===== src/rtl/piso_pkg.sv =====
// Shared definitions for the parallel-in/serial-out framer: FSM state
// encoding and the default parallel word width.
package piso_pkg;

    localparam int WIDTH_DEFAULT = 8;

    typedef enum logic {
        IDLE  = 1'b0,
        SHIFT = 1'b1
    } state_e;

endpackage


===== src/rtl/bit_counter.sv =====
// Loadable down-counter with a zero flag. It saturates at zero, so a frame
// counter can never wrap past its last bit.
module bit_counter #(
    parameter int CW = 3
) (
    input  logic          clk,
    input  logic          rst,
    input  logic          load_i,
    input  logic [CW-1:0] load_val_i,
    input  logic          dec_i,
    output logic [CW-1:0] cnt_o,
    output logic          zero_o
);

    logic [CW-1:0] cnt_q;
    logic [CW-1:0] cnt_d;

    always_comb begin
        cnt_d = cnt_q;
        if (load_i) begin
            cnt_d = load_val_i;
        end else if (dec_i && (cnt_q != '0)) begin
            cnt_d = cnt_q - CW'(1);
        end
    end

    always_ff @(posedge clk or posedge rst) begin
        if (rst) begin
            cnt_q <= '0;
        end else begin
            cnt_q <= cnt_d;
        end
    end

    assign cnt_o  = cnt_q;
    assign zero_o = (cnt_q == '0);

endmodule


===== src/rtl/piso_framer.sv =====
// Serializes parallel words into back-to-back frames on x, with a one-word
// hold buffer so a following word can be accepted while a frame is shifting.
module piso_framer
    import piso_pkg::*;
#(
    parameter int WIDTH     = WIDTH_DEFAULT,
    parameter bit MSB_FIRST = 1'b1
) (
    input  logic             clk,
    input  logic             rst,
    input  logic [WIDTH-1:0] din,
    input  logic             din_valid,
    output logic             din_ready,
    output logic             x,
    output logic             x_valid,
    output logic             frame_start,
    output logic             busy
);

    localparam int CW = $clog2(WIDTH);

    function automatic logic out_bit(input logic [WIDTH-1:0] w);
        return MSB_FIRST ? w[WIDTH-1] : w[0];
    endfunction

    function automatic logic [WIDTH-1:0] shift_word(input logic [WIDTH-1:0] w);
        return MSB_FIRST ? {w[WIDTH-2:0], 1'b0} : {1'b0, w[WIDTH-1:1]};
    endfunction

    state_e           state_q, state_d;
    logic [WIDTH-1:0] shreg_q, shreg_d;
    logic [WIDTH-1:0] hold_q, hold_d;
    logic             hold_full_q, hold_full_d;
    logic             ready_q, ready_d;
    logic             x_q, x_d;
    logic             x_valid_q, x_valid_d;
    logic             fs_q, fs_d;

    logic             xfer;
    logic             load_frame;
    logic [WIDTH-1:0] load_word;
    logic             cnt_dec;
    logic             cnt_zero;
    logic [CW-1:0]    cnt;

    assign xfer = din_valid && ready_q;

    bit_counter #(
        .CW (CW)
    ) u_bit_counter (
        .clk        (clk),
        .rst        (rst),
        .load_i     (load_frame),
        .load_val_i (CW'(WIDTH - 1)),
        .dec_i      (cnt_dec),
        .cnt_o      (cnt),
        .zero_o     (cnt_zero)
    );

    // The first bit of a frame goes straight to x at the load edge, so the
    // shift register holds the word already advanced by one position.
    always_comb begin
        state_d     = state_q;
        shreg_d     = shreg_q;
        hold_d      = hold_q;
        hold_full_d = hold_full_q;
        x_d         = x_q;
        x_valid_d   = x_valid_q;
        fs_d        = 1'b0;
        load_frame  = 1'b0;
        load_word   = din;
        cnt_dec     = 1'b0;

        case (state_q)
            IDLE: begin
                if (xfer) begin
                    load_frame = 1'b1;
                    load_word  = din;
                end
            end
            SHIFT: begin
                if (!cnt_zero) begin
                    x_d     = out_bit(shreg_q);
                    shreg_d = shift_word(shreg_q);
                    cnt_dec = 1'b1;
                    if (xfer) begin
                        hold_d      = din;
                        hold_full_d = 1'b1;
                    end
                end else if (hold_full_q) begin
                    load_frame  = 1'b1;
                    load_word   = hold_q;
                    hold_full_d = 1'b0;
                end else if (xfer) begin
                    load_frame = 1'b1;
                    load_word  = din;
                end else begin
                    state_d   = IDLE;
                    shreg_d   = '0;
                    x_d       = 1'b0;
                    x_valid_d = 1'b0;
                end
            end
            default: begin
                state_d = IDLE;
            end
        endcase

        if (load_frame) begin
            state_d   = SHIFT;
            x_d       = out_bit(load_word);
            shreg_d   = shift_word(load_word);
            x_valid_d = 1'b1;
            fs_d      = 1'b1;
        end

        ready_d = !hold_full_d;
    end

    always_ff @(posedge clk or posedge rst) begin
        if (rst) begin
            state_q     <= IDLE;
            shreg_q     <= '0;
            hold_q      <= '0;
            hold_full_q <= 1'b0;
            ready_q     <= 1'b1;
            x_q         <= 1'b0;
            x_valid_q   <= 1'b0;
            fs_q        <= 1'b0;
        end else begin
            state_q     <= state_d;
            shreg_q     <= shreg_d;
            hold_q      <= hold_d;
            hold_full_q <= hold_full_d;
            ready_q     <= ready_d;
            x_q         <= x_d;
            x_valid_q   <= x_valid_d;
            fs_q        <= fs_d;
        end
    end

    assign din_ready   = ready_q;
    assign x           = x_q;
    assign x_valid     = x_valid_q;
    assign frame_start = fs_q;
    assign busy        = (state_q == SHIFT);

endmodule


===== config.mk =====
export PLATFORM = sky130hd
export DESIGN_NAME = piso_framer
export DESIGN_NICKNAME = d
export VERILOG_FILES = /design/src/rtl/piso_pkg.sv /design/src/rtl/bit_counter.sv /design/src/rtl/piso_framer.sv
export SDC_FILE = /design/constraint.sdc
export NUM_CORES = 1
export LEC_CHECK = 0
export CORE_MARGIN = 3
export CORE_UTILIZATION = 53
export CTS_CLUSTER_SIZE = 30
export DETAILED_ROUTE_END_ITERATION = 6
export GPL_TIMING_DRIVEN = 0
export PLACE_DENSITY = 0.84
export SLEW_MARGIN = 20
export SYNTH_ARGS = -nofsm -noshare
export SYNTH_HDL_FRONTEND = slang
export SYNTH_HIERARCHICAL = 1
export SYNTH_SLANG_ARGS = --single-unit
export TNS_END_PERCENT = 5

===== constraint.sdc =====
create_clock -name clk -period 2.7 [get_ports clk]
set_clock_uncertainty 0.2 [all_clocks]
set_input_delay 0.27 -clock clk [delete_from_list [all_inputs] [get_ports clk]]
set_output_delay 0.27 -clock clk [all_outputs]
set_load 0.1 [all_outputs]

Fig. 1: run 1, metal layers overlaid
Scale: 6 px per um.
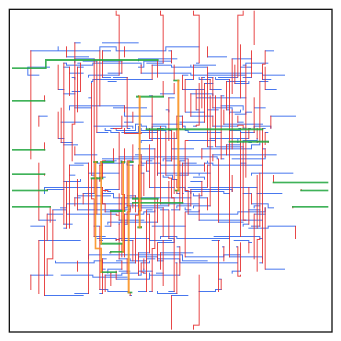
color	layer	wire length
blue	metal 1	1000 um
orange	metal 4	110 um
red	metal 2	1140 um
green	metal 3	132 um

Fig. 2: run 1, power grid
Scale: 6 px per um. Pins as bars on the die edge. Tap cells in gray.
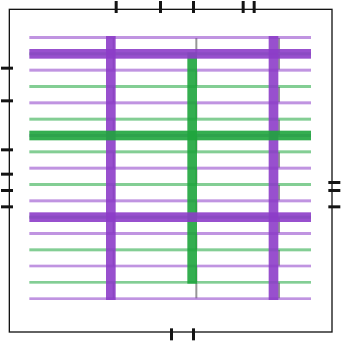
color	net
green	VDD
purple	VSS
met4 straps	3
signal pins	16
met1 rails	17
met5 straps	3
rows	16

==> flow_summary.json, run 1 <==
{
  "yosys-top-cells-count": "dfrtp_1, nand2_1, inv_1, mux2_2, mux2i_1",
  "top_layer_used": "met4",
  "vias": 878,
  "run_status": "complete, no violations",
  "worstSetupStartpoint": "u_bit_counter/cnt_o[0]",
  "largest_reg_flops": 8,
  "placed_cells": 145,
  "bufAreaShareNonClock_pct": 14.4,
  "wl_met1_um": 1000,
  "hold_depth": 2,
  "cts_num_sinks": 24,
  "io-pin-count": 16,
  "fin_crit_ns": 2.54,
  "slew_headroom_pct": 35.5,
  "comb_area_share_pct": 36.7,
  "first_pass_iters": 5,
  "netlist_instances": 101,
  "stdcell_count": 151,
  "gr-usage-met1_pct": 24.6,
  "hp-start": "shreg_q[7]",
  "hold_class": "register to register",
  "dp_hpwl_um": 1680,
  "met2_length_um": 1140,
  "comb_cells": 66,
  "worst_pin_slew_ns": 0.965,
  "path_max_fanout": 10,
  "comb_area_um2": 539,
  "power_top_consumer": "combinational logic",
  "worst_ir_drop_vdd_mv": 1.09,
  "setup_viol": 0,
  "avgSynthCellArea_um2": 11.9,
  "n_clock_buffer": 3,
  "finalPower_mw": 2.03,
  "die_h_um": 53.6,
  "insertion_delay_ns": 0.32,
  "cts_tree": "done",
  "clkPwrFrac_pct": 12.7,
  "regMostFlops": "hold_q",
  "max_stage_delay_ns": 0.42,
  "dominant_cells": "sequential cells",
  "ys_cells": 101,
  "drive_gt1_share_pct": 21.8,
  "yosys_area_um2": 1200,
  "drt_iter0_drc": 17,
  "logic_family": "simple AND/OR/NAND/NOR gates",
  "cts_resized": 0,
  "warnings": 26
}
Fig. 3: run 1, clock nets
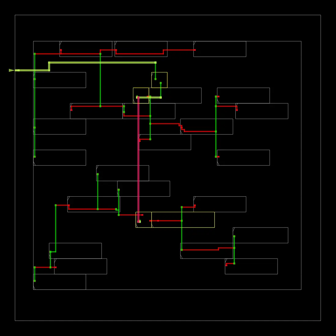
Flops: 24
Power Clock: 0.258 mW

==> run 2: changes to the inputs <==
CORE_UTILIZATION = 56   (was 53)
CTS_BUF_LIST = sky130_fd_sc_hd__clkbuf_4   (was not set)
PLACE_DENSITY = 0.88   (was 0.84)
clock period = 2.79 ns   (was 2.7 ns; I/O delays follow)
==> run 2 against run 1 <==
Compared with the run above: final cell count is 0.66% lower; largest cell class unchanged; critical path type is now register to output pin; combinational power is 9% lower; largest power group unchanged; highest routed layer unchanged; synthesized cell count stayed put.
==> flow_summary.json, run 2 <==
{
  "run_status": "complete, no violations",
  "stdcell_count": 150,
  "io-pin-count": 16,
  "hold_class": "register to register",
  "seq_cell_count": 24,
  "comb_area_share_pct": 37.1,
  "first_pass_iters": 4,
  "logic_family": "simple AND/OR/NAND/NOR gates",
  "dp_hpwl_um": 1580,
  "hp-start": "hold_q[1]",
  "power_top_consumer": "combinational logic",
  "bufAreaShareNonClock_pct": 14.3,
  "hold_depth": 1,
  "clkPwrFrac_pct": 9.1,
  "setup_viol": 0,
  "met2_length_um": 1150,
  "die_h_um": 52.3,
  "netlist_instances": 101,
  "drt_iter0_drc": 13,
  "comb_cells": 66,
  "dominant_cells": "sequential cells",
  "insertion_delay_ns": 0.32,
  "drive_gt1_share_pct": 19.5,
  "yosys-top-cells-count": "dfrtp_1, nand2_1, inv_1, mux2_2, mux2i_1",
  "worst_pin_slew_ns": 0.985,
  "comb_area_um2": 531,
  "top_layer_used": "met4",
  "vias": 823,
  "largest_reg_flops": 8
}
Fig. 4: run 2, met3 routing
Scale: 6 px per um.
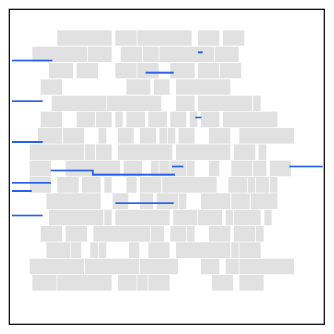
main direction	horizontal
share of all routed wire	3.3%
nets with wire on the layer	9
longest straight run	13.6 um

Fig. 5: run 2, power grid
Scale: 8 px per um. Pins as bars on the die edge. Tap cells in gray.
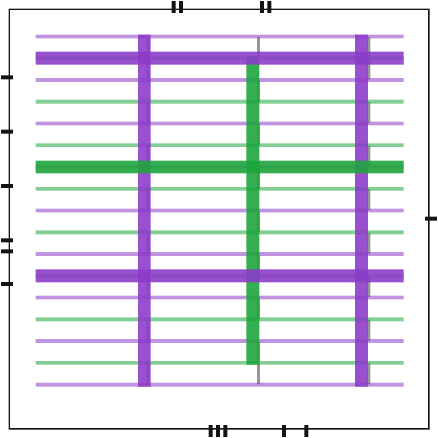
color	net
purple	VSS
green	VDD
signal pins	16
rows	16
met4 straps	3

==> run 3: changes to the inputs <==
CTS_CLUSTER_DIAMETER = 40   (was not set)
SLEW_MARGIN = not set   (was 20)
==> run 3 against run 2 <==
Compared with the run above: largest cell class unchanged; hold slack unchanged; design area unchanged; critical endpoint unchanged; combinational power is essentially flat; global-route usage unchanged; utilization is the same; highest routed layer unchanged; critical path depth is the same; synthesized area did not move; register-to-register slack barely moved.
==> flow_summary.json, run 3 <==
{
  "hold_class": "register to register",
  "fin_crit_ns": 2.57,
  "drive_gt1_share_pct": 19.5,
  "regMostFlops": "hold_q",
  "worst_ir_drop_vdd_mv": 0.934,
  "largest_reg_flops": 8,
  "placed_cells": 145,
  "comb_cells": 66,
  "first_pass_iters": 4,
  "met2_length_um": 1150,
  "logic_family": "simple AND/OR/NAND/NOR gates",
  "n_clock_buffer": 4,
  "insertion_delay_ns": 0.32,
  "slew_headroom_pct": 34.1,
  "worst_pin_slew_ns": 0.985,
  "yosys_area_um2": 1200,
  "avgSynthCellArea_um2": 11.9,
  "io-pin-count": 16,
  "max_stage_delay_ns": 1.16,
  "drt_iter0_drc": 13,
  "gr-usage-met1_pct": 22.1,
  "setup_viol": 0,
  "worstSetupStartpoint": "din_ready",
  "run_status": "complete, no violations",
  "cts_tree": "done",
  "top_layer_used": "met4"
}
Fig. 6: run 3, power grid
Scale: 8 px per um. Pins as bars on the die edge. Tap cells in gray.
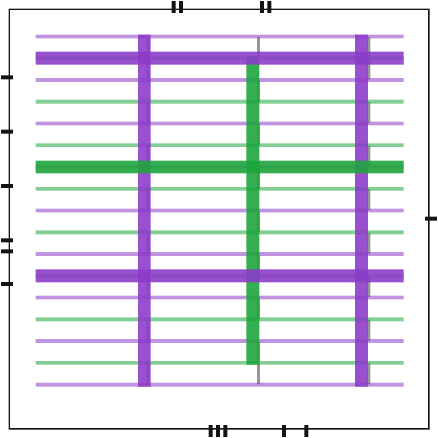
color	net
purple	VSS
green	VDD
rows	16
met1 rails	17
met4 straps	3
tap cells	27
met5 straps	3

Fig. 7: run 3, signal wires on met2
Scale: 6 px per um.
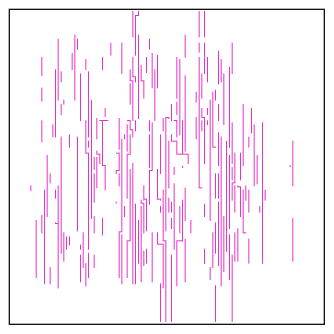
longest straight run	24.8 um
nets with wire on the layer	118
main direction	vertical

Power and IR drop assume default switching activity.
